### src/rtl/prog_counter_pkg.sv
// Shared encodings for the programmable counter: count modes and one-shot FSM states.
package prog_counter_pkg;

  localparam logic [1:0] MODE_WRAP    = 2'b00;
  localparam logic [1:0] MODE_SAT     = 2'b01;
  localparam logic [1:0] MODE_ONESHOT = 2'b10;

  typedef enum logic [1:0] {
    ST_IDLE = 2'b00,
    ST_RUN  = 2'b01,
    ST_DONE = 2'b10
  } state_t;

endpackage

### src/rtl/tick_prescaler.sv
// Enabled-cycle divider: combinational tick when en=1 and pcnt==prescale, pcnt holds while en=0.
// sync_zero restarts the divide period; no backpressure.
module tick_prescaler #(
  parameter int PRESCALE_W = 8
) (
  input  logic                  clk,
  input  logic                  rst_n,
  input  logic                  en,
  input  logic                  sync_zero,
  input  logic [PRESCALE_W-1:0] prescale,
  output logic                  tick
);

  logic [PRESCALE_W-1:0] pcnt;

  assign tick = en && (pcnt == prescale);

  // A prescale lowered below pcnt is not caught early: pcnt wraps through its maximum first.
  always_ff @(posedge clk or negedge rst_n) begin
    if (!rst_n) begin
      pcnt <= '0;
    end else if (sync_zero) begin
      pcnt <= '0;
    end else if (en) begin
      pcnt <= tick ? '0 : pcnt + PRESCALE_W'(1);
    end
  end

endmodule

### src/rtl/prog_counter.sv
// Programmable up/down counter with prescaler, wrap/saturate/one-shot modes and registered tc pulse.
// Count updates one cycle after a tick; priority clr > start > load > tick; no backpressure.
module prog_counter
  import prog_counter_pkg::*;
#(
  parameter int WIDTH      = 8,
  parameter int PRESCALE_W = 8
) (
  input  logic                  clk,
  input  logic                  rst_n,
  input  logic                  clr,
  input  logic                  en,
  input  logic                  dir,
  input  logic [1:0]            mode,
  input  logic                  start,
  input  logic                  load,
  input  logic [WIDTH-1:0]      load_val,
  input  logic [WIDTH-1:0]      limit,
  input  logic [PRESCALE_W-1:0] prescale,
  output logic [WIDTH-1:0]      count,
  output logic                  tc,
  output logic                  busy,
  output logic                  done
);

  state_t state, state_nxt;
  logic   tick;
  logic   sync_zero;
  logic   oneshot;
  logic   terminal;
  logic   count_ok;
  logic   wrap_mode;

  assign sync_zero = clr | start | load;
  assign oneshot   = (mode == MODE_ONESHOT);
  assign wrap_mode = (mode != MODE_SAT) && !oneshot;
  // >= rather than == so a loaded value above limit is already terminal.
  assign terminal  = dir ? (count >= limit) : (count == '0);
  assign count_ok  = !oneshot || (state == ST_RUN);

  tick_prescaler #(
    .PRESCALE_W (PRESCALE_W)
  ) u_tick_prescaler (
    .clk       (clk),
    .rst_n     (rst_n),
    .en        (en),
    .sync_zero (sync_zero),
    .prescale  (prescale),
    .tick      (tick)
  );

  always_comb begin
    state_nxt = state;
    if (clr || !oneshot) begin
      state_nxt = ST_IDLE;
    end else if (start) begin
      state_nxt = ST_RUN;
    end else if (!load && tick && (state == ST_RUN) && terminal) begin
      state_nxt = ST_DONE;
    end
  end

  always_ff @(posedge clk or negedge rst_n) begin
    if (!rst_n) begin
      state <= ST_IDLE;
      busy  <= 1'b0;
      done  <= 1'b0;
      count <= '0;
      tc    <= 1'b0;
    end else begin
      state <= state_nxt;
      busy  <= (state_nxt == ST_RUN);
      done  <= (state_nxt == ST_DONE);
      tc    <= 1'b0;
      if (clr) begin
        count <= '0;
      end else if (start) begin
        count <= dir ? '0 : limit;
      end else if (load) begin
        count <= load_val;
      end else if (tick && count_ok) begin
        if (terminal) begin
          tc <= 1'b1;
          if (wrap_mode) begin
            count <= dir ? '0 : limit;
          end
        end else begin
          count <= dir ? count + WIDTH'(1) : count - WIDTH'(1);
        end
      end
    end
  end

endmodule
### config.mk
export PLATFORM = sky130hd
export DESIGN_NAME = prog_counter
export DESIGN_NICKNAME = d
export VERILOG_FILES = /design/src/rtl/prog_counter_pkg.sv /design/src/rtl/tick_prescaler.sv /design/src/rtl/prog_counter.sv
export SDC_FILE = /design/constraint.sdc
export NUM_CORES = 1
export LEC_CHECK = 0
export CAP_MARGIN = 20
export CORE_MARGIN = 5
export CORE_UTILIZATION = 45
export DETAILED_ROUTE_END_ITERATION = 6
export GPL_TIMING_DRIVEN = 0
export PLACE_DENSITY = 0.73
export SLEW_MARGIN = 25
export SYNTH_ARGS = -nofsm -noshare
export SYNTH_HDL_FRONTEND = slang
export SYNTH_SLANG_ARGS = --single-unit
export TNS_END_PERCENT = 20
### constraint.sdc
create_clock -name clk -period 2.4 [get_ports clk]
set_input_delay 0.48 -clock clk [delete_from_list [all_inputs] [get_ports clk]]
set_output_delay 0.48 -clock clk [all_outputs]
set_load 0.005 [all_outputs]
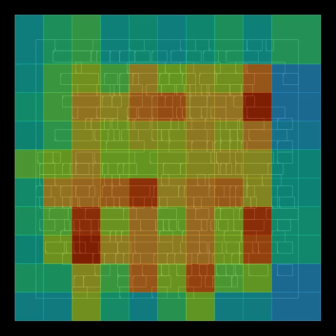
*Routing congestion map*
combined global-route utilization of all metal layers: 0.190
utilization after layout: 0.621
detail-routed net length per standard cell: 16.1 um
grt met3 use: 0.0378

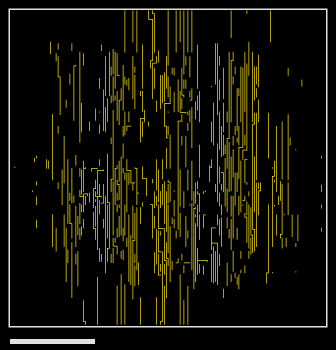
*Metal 2*
Scale bar: 20 um.
- nets with wire on the layer: 264
- main direction: vertical
- longest straight run: 25.3 um

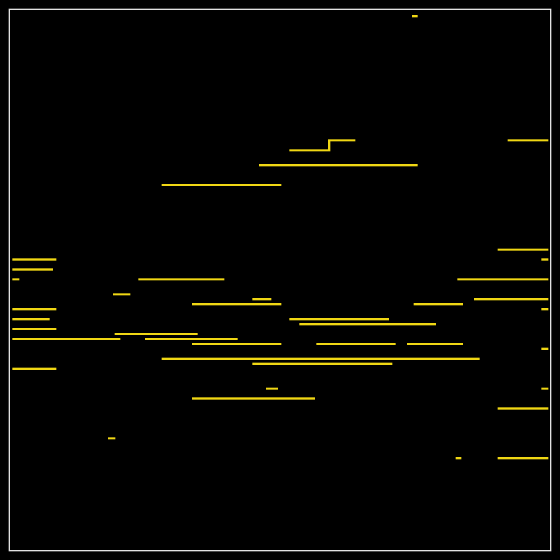
*The metal 3 layer*
- longest straight run: 43.2 um
- main direction: horizontal
- nets with wire on the layer: 34
- wire length on this layer: 346 um
- share of all routed wire: 7.0%
routed wire length: 4960 um
number of vias in the routed layout: 1760

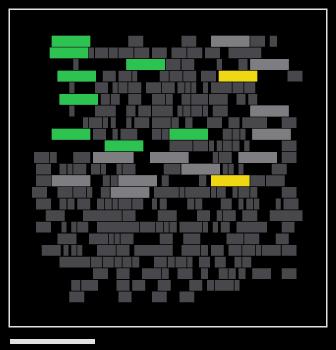
*Where the registers sit*
Scale bar: 20 um. Other sequential cells in the stronger gray, the rest of the logic in the fainter gray.
- `state`: yellow (sequential cells 2)
- `u_tick_prescaler.pcnt`: green (sequential cells 8; where top left)
- not colored: 11

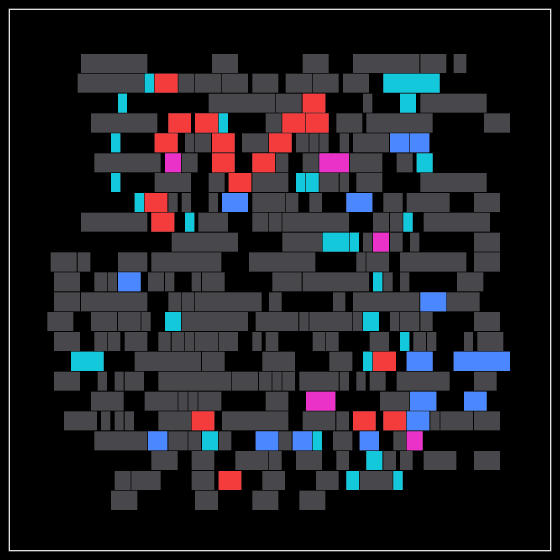
*Gate families picked out*
- AND-OR and OR-AND gates: blue (cells 15; most used o21a_1)
- AND and OR gates: magenta (cells 5; most used or3_1)
- XOR/XNOR gates: red (cells 19; most used xnor2_1)
- NOR gates: cyan (cells 26; most used nor2_1)
most common cell after layout, fill and taps aside: clkdlybuf4s50_1
non-filler cells in the finished layout: 307
Comb/total area: 0.529

==> Flow_metrics.wiki <==
== Metrics ==
{| class="wikitable"
! Metric !! Value
|-
| Final period util || 0.967
|-
| Share of power burned in combinational logic || 0.391
|-
| Net Sw Frac || 0.322
|-
| Core box area || approximately 4000 um2
|-
| Area of all placed cells without fillers || between 2000 and 2500 um2
|-
| Maximum clock rate || 431 MHz
|-
| Worst Setup Path Type || primary input to flop
|-
| Buffers inserted during post-CTS setup optimization || 1
|-
| Tally of unique sky130hd cells used after synthesis || slightly below 50
|-
| Via count of the first global-routing pass || around 1700
|-
| Power Density || approximately 410 nW/um2
|-
| Number of setup violations in the final report || 0
|-
| Setup slack after placement || -0.693 ns
|-
| Via density per instance || approximately 5.7
|-
| Cell types with the largest area share after synthesis || dfrtp_1, ha_1, xnor2_1
|-
| Critical path's top delay family || AND-OR/OR-AND gates
|-
| Diodes inserted || 0
|-
| Warning total across the stage logs || 26
|-
| Commonest non-fill, non-tap cells in the layout || clkdlybuf4s50_1, dfrtp_1, nand2_1, o21ai_0, nor2_1
|-
| Number of hold-slack violations in the final timing report || 0
|-
| GR Layer Usage met1 || 0.283
|-
| Chip Height || roughly 74 um
|-
| Critical Path Slowest Stage Cell || clkdlybuf4s50_1
|-
| Post-synth regs || 21
|-
| R2r startpoint || count[3]$_DFFE_PN0P_
|-
| Outcome || finished clean
|-
| Number of instances in the synthesized netlist || between 200 and 250
|-
| Internal Pwr Total || between 600 and 700 uW
|-
| CTS clock-pin slew for the worst setup and hold paths || around 0.07 ns
|-
| Number of nets at the end of the flow || roughly 300
|-
| Number of nets with antenna violations after detailed routing || 0
|-
| Largest net degree at the start of global routing || 22
|-
| Sequential share of the synthesized area || 0.286
|-
| 1st-pass router iterations || 4
|-
| Sequential group share of total power || 0.386
|-
| Sequential standard cell area || ~530 um2
|}
## layout make-up
type | count | share of cell area
Clock buffer | 4 | 0.0183
Timing Repair Buffer | 43 | 0.174
Tap cell | 50 | 0.0254
Inverter | 14 | 0.0223
Multi-Input combinational cell | 168 | 0.529
Buffer | 7 | 0.0172
Sequential cell | 21 | 0.213
## state kept, by name (all words and copies together), names as in the netlist
name	count
done	1
count	8
state	2
tc	1
busy	1
u_tick_prescaler.pcnt	8
## power groups by stage
| stage | sequential, uW | clock [uW] | combinational [uW] |
|---|---|---|---|
| floorplan | 393 | 0 | 216 |
| global placement | 399 | 0 | 353 |
| detailed placement | 399 | 0 | 357 |
| CTS | 393 | 238 | 388 |
| global route | 398 | 251 | 439 |
| finish | 395 | 228 | 399 |
Power figures rest on the tool's default switching activity, not on a simulated workload.
